**Run 1: routing congestion**

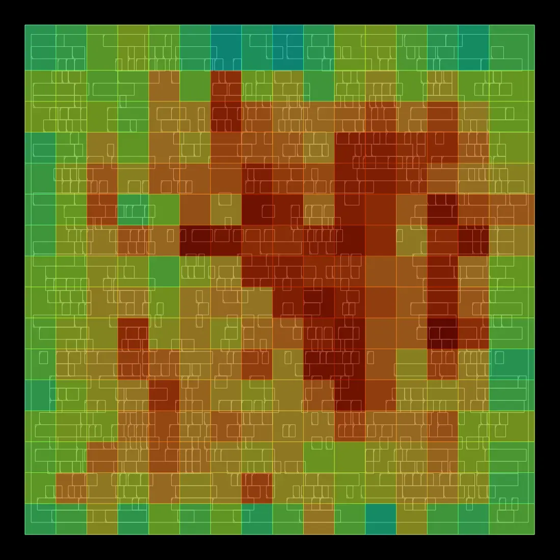
**Run 1: clock distribution**

(4 px per µm)
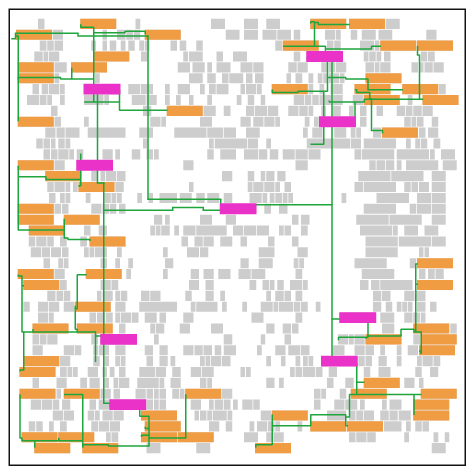
**Run 1: a small window of the routed layout**

Region (75, 75) to (95, 95) µm. Cells in gray, sequential cells in the stronger gray; small squares are vias.
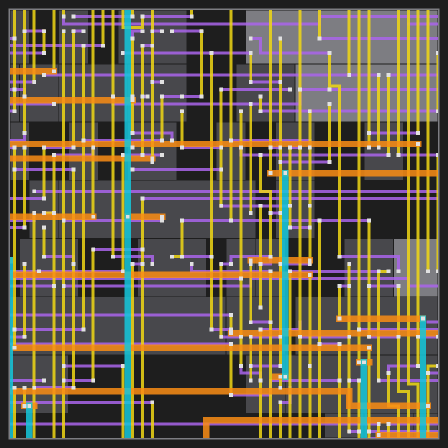
**Run 1: cell classes on the final placement**

(4 px per µm) Fill, decap, tap and diode cells in gray.
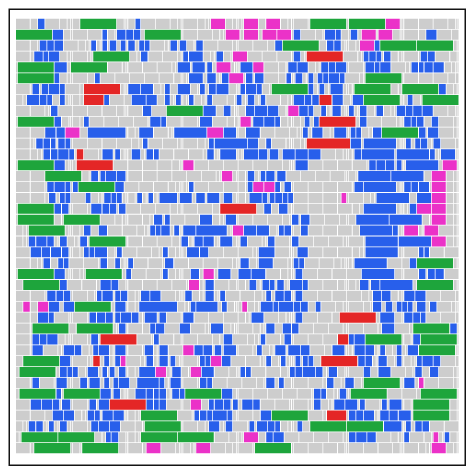
## src/rtl/my_write_scoreboard_pkg.sv

```systemverilog
// Shared constants and types for the write scoreboard that tracks in-flight
// register writes for RAW hazard detection.
package my_write_scoreboard_pkg;

  localparam int NUM_REGS = 32;
  localparam int ADDR_W   = 5;
  localparam int CNT_W    = 2;
  localparam int CNT_MAX  = (1 << CNT_W) - 1;
  localparam int REG_ZERO = 0;

  typedef logic [ADDR_W-1:0] reg_addr_t;
  typedef logic [CNT_W-1:0]  cnt_t;

  localparam reg_addr_t REG_ZERO_ADDR = reg_addr_t'(REG_ZERO);
  localparam cnt_t      CNT_FULL      = cnt_t'(CNT_MAX);

  // True when addr selects a tracked register equal to target.
  function automatic logic addr_hit(input reg_addr_t addr, input reg_addr_t target);
    return (addr == target) && (addr != REG_ZERO_ADDR);
  endfunction

endpackage

```

## src/rtl/my_write_scoreboard_entry.sv

```systemverilog
// One scoreboard slot: a saturating-by-construction up/down counter of
// outstanding writes to a single architectural register.
module my_scoreboard_entry
  import my_write_scoreboard_pkg::*;
(
  input  logic clock,
  input  logic reset,
  input  logic inc,
  input  logic dec,
  input  logic clr,
  output logic nonzero,
  output logic full,
  output logic underflow
);

  cnt_t count;

  // Simultaneous inc and dec cancel; clr wins over both.
  always_ff @(posedge clock or posedge reset) begin
    if (reset) begin
      count <= '0;
    end else if (clr) begin
      count <= '0;
    end else if (inc && !dec && (count != CNT_FULL)) begin
      count <= count + cnt_t'(1);
    end else if (dec && !inc && (count != '0)) begin
      count <= count - cnt_t'(1);
    end
  end

  assign nonzero   = (count != '0);
  assign full      = (count == CNT_FULL);
  assign underflow = dec && !inc && !clr && (count == '0);

endmodule

```

## src/rtl/my_write_scoreboard.sv

```systemverilog
// Write scoreboard: counts outstanding writes per register, reports RAW
// hazards on two source ports and back-pressures issue when a counter is full.
module my_write_scoreboard
  import my_write_scoreboard_pkg::*;
(
  input  logic              clock,
  input  logic              reset,
  input  logic              issue_valid,
  input  logic [ADDR_W-1:0] issue_rd,
  output logic              issue_ready,
  input  logic              wb_valid,
  input  logic [ADDR_W-1:0] wb_rd,
  input  logic              flush,
  input  logic [ADDR_W-1:0] src_a,
  input  logic [ADDR_W-1:0] src_b,
  output logic              hazard_a,
  output logic              hazard_b,
  output logic              stall,
  output logic              any_pending,
  output logic              underflow_err
);

  logic [NUM_REGS-1:1] nonzero_vec;
  logic [NUM_REGS-1:1] full_vec;
  logic [NUM_REGS-1:1] underflow_vec;
  logic [NUM_REGS-1:0] nonzero_map;
  logic [NUM_REGS-1:0] full_map;
  logic                wb_same_rd;
  logic                issue_accept;

  // Register 0 is untracked, so its slot in the lookup maps is tied low.
  assign nonzero_map = {nonzero_vec, 1'b0};
  assign full_map    = {full_vec, 1'b0};

  // A full counter can still take an issue when the same register retires now.
  always_comb begin
    wb_same_rd   = wb_valid && (wb_rd == issue_rd);
    issue_ready  = !((issue_rd != REG_ZERO_ADDR) && full_map[issue_rd] && !wb_same_rd);
    issue_accept = issue_valid && issue_ready && (issue_rd != REG_ZERO_ADDR);
  end

  for (genvar r = 1; r < NUM_REGS; r++) begin : g_entry
    localparam reg_addr_t ENTRY_ADDR = reg_addr_t'(r);

    my_scoreboard_entry u_entry (
      .clock     (clock),
      .reset     (reset),
      .inc       (issue_accept && (issue_rd == ENTRY_ADDR)),
      .dec       (wb_valid && addr_hit(wb_rd, ENTRY_ADDR)),
      .clr       (flush),
      .nonzero   (nonzero_vec[r]),
      .full      (full_vec[r]),
      .underflow (underflow_vec[r])
    );
  end

  // Hazards look only at registered counts; a retiring write still stalls.
  always_comb begin
    hazard_a    = (src_a != REG_ZERO_ADDR) && nonzero_map[src_a];
    hazard_b    = (src_b != REG_ZERO_ADDR) && nonzero_map[src_b];
    stall       = hazard_a || hazard_b || (issue_valid && !issue_ready);
    any_pending = |nonzero_vec;
  end

  // Sticky error; flush deliberately leaves it alone.
  always_ff @(posedge clock or posedge reset) begin
    if (reset) begin
      underflow_err <= 1'b0;
    end else if (|underflow_vec) begin
      underflow_err <= 1'b1;
    end
  end

endmodule

```

## config.mk

```make
export PLATFORM = sky130hd
export DESIGN_NAME = my_write_scoreboard
export DESIGN_NICKNAME = d
export VERILOG_FILES = /design/src/rtl/my_write_scoreboard_pkg.sv /design/src/rtl/my_write_scoreboard_entry.sv /design/src/rtl/my_write_scoreboard.sv
export SDC_FILE = /design/constraint.sdc
export NUM_CORES = 1
export LEC_CHECK = 0
export CAP_MARGIN = 40
export CORE_UTILIZATION = 45
export CTS_CLUSTER_SIZE = 12
export DETAILED_ROUTE_END_ITERATION = 7
export PLACE_DENSITY_LB_ADDON = 0.1
export RECOVER_POWER = 100
export SLEW_MARGIN = 15
export SYNTH_ARGS = -nofsm -noshare
export SYNTH_HDL_FRONTEND = slang
export SYNTH_SLANG_ARGS = --single-unit
export TNS_END_PERCENT = 50
```

## constraint.sdc

```tcl
create_clock -name clock -period 6.2 [get_ports clock]
set_clock_uncertainty 0.1 [all_clocks]
set_input_delay 1.24 -clock clock [delete_from_list [all_inputs] [get_ports clock]]
set_output_delay 1.24 -clock clock [all_outputs]
set_load 0.02 [all_outputs]
```

==> metrics.sh, run 1 <==
GLOBAL_ROUTE.USAGE.MET1_PCT=46.4
REGMOSTFLOPS='g_entry.u_entry.count'
FIN_TNS_SETUP_NS=0
SEQCELLAREA_MM2=0.00158
DRT_ITER0_MARKERS=773
ROW_COUNT=40
GRT_PEAK_USE_LAYER='met2'
FINAL_NON_FILLER_CELLS=889
SLEW_VIOL_FINAL=45
TOPCOMBFAMILYBYAREA='simple AND/OR/NAND/NOR gates'
CLK_ROOT_BUFFER_CELL='sky130_fd_sc_hd__clkbuf_16'
WORST_CASE_VDD_IR_DROP_mV=0.114
P_INT_W=0.000818
SYNTH.FF_LATCH_COUNT=63
CHIP_FOOTPRINT_MM2=0.0129
POSTCTSSETUPBUFFERS=0
CHIPHEIGHT_UM=114
DPL-INSTANCE-AREA_MM2=0.00608
SYNTH_WARNINGS=0
VIA_COUNT=6016
POWER.SHARE.SWITCHING_PCT=28.6
COMBAREAFRACTION_PCT=59.0
CAP_VIOLATIONS=1
TYPE_OF_ELEMENT_LAUNCHING_THE_CRITICAL_PATH='input pin'
FAILING_CHECKS='max-capacitance violations, max-slew violations'
FP.COREAREA_MM2=0.0121
FLOORPLAN.INITIALDENSITY_PCT=46.5
YOSYS_AREA_MM2=0.00561
RUN_STATUS='complete, but fails checks'
TIMING.CRITICAL_PATH.SLOWEST_CELL_DELAY_NS=0.96
CLOCK_SINKS=63
CTSRESIZECOUNT=0
TOTAL_ROUTED_LENGTH_MM=21.4
SYNTH_TOP_FLOP_CELL='sky130_fd_sc_hd__dfrtp_1'
## Picture notes: 'routing congestion'
met2 track demand over resource: 52.2%
post-layout util: 52.2%

## Picture notes: 'clock distribution'
- clock-net drivers: magenta (count 9)
- flip-flops: orange (count 63)
- clock wires: green (length 1010 µm)
- flops lie: spread over the die
- routed clock nets: 10

## Picture notes: 'a small window of the routed layout'
- M4: cyan
- M3: orange
- M1: purple
- M2: yellow
- sequential cells in the window: 2
- cells with their middle in the window: 29
- most frequent: nor2_1 (5), nand2_1 (3), nor3_1 (3)
- netlist names of flops here include: g_entry.u_entry.count (2)

## Picture notes: 'cell classes on the final placement'
- remaining buffers and delay cells: magenta (cells 52; share of their area 7.3%)
- clock drivers and dummy loads: red (cells 16; share of their area 5.1%)
- remaining logic cells: blue (cells 590; share of their area 62%)
- sequential cells: green (cells 63; share of their area 26%)

==> inputs of run 2 (changes only) <==
Settings changed: GPL_ROUTABILITY_DRIVEN from default to 0.
**Run 2: cell classes on the final placement**

(4 px per µm) Fill, decap, tap and diode cells in gray.
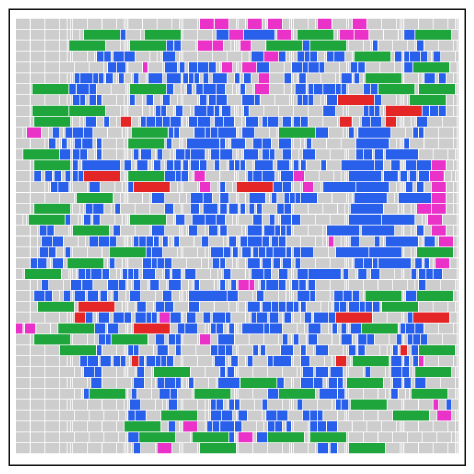
- remaining logic cells: blue (cells 590; share of their area 63%)
- clock drivers and dummy loads: red (cells 16; share of their area 4.6%)
- sequential cells: green (cells 63; share of their area 26%)
- remaining buffers and delay cells: magenta (cells 47; share of their area 6.7%)
final standard cell area without fillers: 0.00623 mm²
area of the core: 0.0121 mm²
sequential portion of the cell area: 25.3%

==> metrics.sh, run 2 <==
COMBAREAFRACTION_PCT=59.8
FINAL_NON_FILLER_CELLS=884
TOTAL_ROUTED_LENGTH_MM=19.5
CHIPHEIGHT_UM=114
SYNTH_WARNINGS=0
SYNTH_TOP_FLOP_CELL='sky130_fd_sc_hd__dfrtp_1'
DRTANTENNAVIOLNETS=0
TOPCOMBFAMILYBYAREA='simple AND/OR/NAND/NOR gates'
CHIP_FOOTPRINT_MM2=0.0129
RUN_STATUS='complete, but fails checks'
YOSYS_AREA_MM2=0.00561
SLEW_VIOL_FINAL=45
POST-ROUTE-UTIL_PCT=51.6
CLOCK_SINKS=63
CTSRESIZECOUNT=0
FAILING_CHECKS='max-capacitance violations, max-slew violations'
SYNTH.FF_LATCH_COUNT=63
REGMOSTFLOPS='g_entry.u_entry.count'
POWER.SHARE.SWITCHING_PCT=30.5
SEQCELLAREA_MM2=0.00158
POSTCTSSETUPBUFFERS=0
TYPE_OF_ELEMENT_LAUNCHING_THE_CRITICAL_PATH='input pin'
CLK_ROOT_BUFFER_CELL='sky130_fd_sc_hd__clkbuf_16'
GRT_PEAK_USE_LAYER='met2'
DRT_ITER0_MARKERS=908
FLOORPLAN.INITIALDENSITY_PCT=46.5
VIA_COUNT=6000
GRTUSAGEMET2_PCT=47.7
TIMING.CRITICAL_PATH.SLOWEST_CELL_DELAY_NS=1.03
ROW_COUNT=40
CAP_VIOLATIONS=1
P_INT_W=0.000754
FIN_TNS_SETUP_NS=0
WORST_CASE_VDD_IR_DROP_mV=0.134
**Run 2: routing congestion**

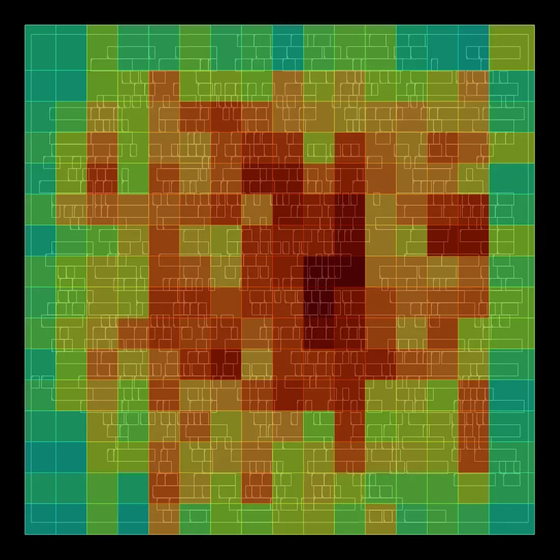
GR Layer Usage met3: 7.01%
met1 demand-to-capacity share in global routing: 43.0%

**Run 2: clock distribution**

(4 px per µm)
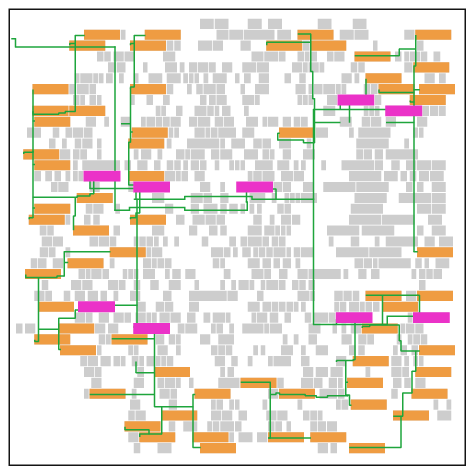

==> inputs of run 3 (changes only) <==
Settings changed: GPL_TIMING_DRIVEN from default to 0, MAX_ROUTING_LAYER from default to met4, TNS_END_PERCENT 50 to default.
**Run 3: clock distribution**

(4 px per µm)
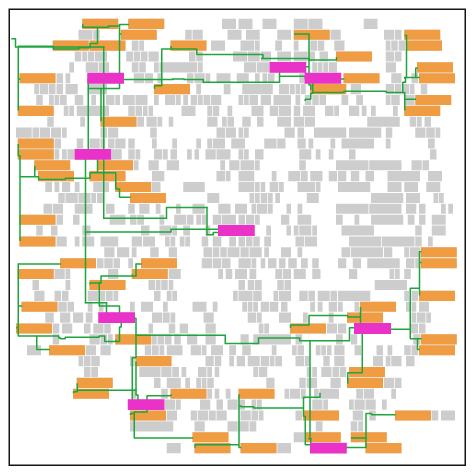
- clock wires: green (length 1060 µm)
- clock-net drivers: magenta (count 9)
- flip-flops: orange (count 63)
- routed clock nets: 10

==> metrics.sh, run 3 <==
YOSYS_AREA_MM2=0.00561
GROUTE.LAYER.MET3.USAGE_PCT=8.34
CAP_VIOLATIONS=1
SEQCELLAREA_MM2=0.00158
REGMOSTFLOPS='g_entry.u_entry.count'
SYNTH_WARNINGS=0
CLOCK_SINKS=63
CTSRESIZECOUNT=0
FAILING_CHECKS='max-capacitance violations, max-slew violations'
SYNTH_TOP_FLOP_CELL='sky130_fd_sc_hd__dfrtp_1'
CLOCK.FMAX_MHz=170
DRTANTENNAVIOLNETS=0
P_INT_W=0.000813
FINAL_STANDARD_CELL_AREA_WITHOUT_FILLERS_MM2=0.00627
GLOBAL_ROUTE.USAGE.MET1_PCT=43.9
FINAL_NON_FILLER_CELLS=900
COMBAREAFRACTION_PCT=59.5
ROW_COUNT=40
TIMING.CRITICAL_PATH.SLOWEST_CELL_DELAY_NS=0.69
RUN_STATUS='complete, but fails checks'
VIA_COUNT=6046
TOPCOMBFAMILYBYAREA='simple AND/OR/NAND/NOR gates'
AREA.SHARE.SEQUENTIAL_PCT=25.1
FIN_TNS_SETUP_NS=0
CLK_ROOT_BUFFER_CELL='sky130_fd_sc_hd__clkbuf_16'
POSTCTSSETUPBUFFERS=0
TYPE_OF_ELEMENT_LAUNCHING_THE_CRITICAL_PATH='input pin'
POWER.SHARE.SWITCHING_PCT=28.5
CHIPHEIGHT_UM=114
FLOORPLAN.INITIALDENSITY_PCT=46.5
WORSTHOLDSTART='g_entry[9].u_entry.count[0]'
TOTAL_ROUTED_LENGTH_MM=20.5
WORST_CASE_VDD_IR_DROP_mV=0.153
SLEW_VIOL_FINAL=43
SYNTH.FF_LATCH_COUNT=63
DPL-INSTANCE-AREA_MM2=0.00607
DRT_ITER0_MARKERS=797
**Run 3: routing congestion**

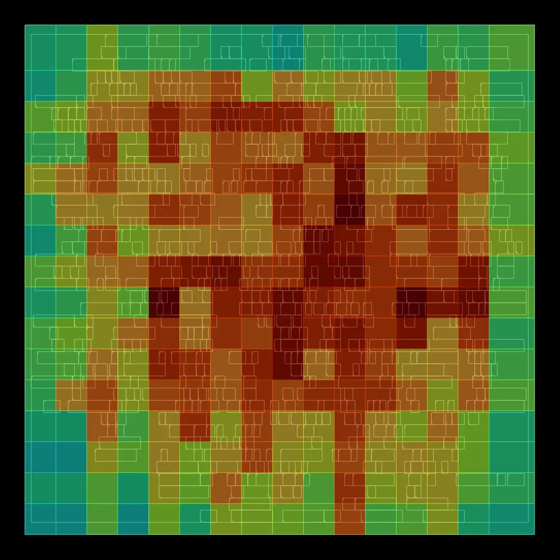
grt peak-use layer: met2
total routing resource utilization after global routing: 34.4%
post-layout util: 52.0%
met2 track demand over resource: 49.8%

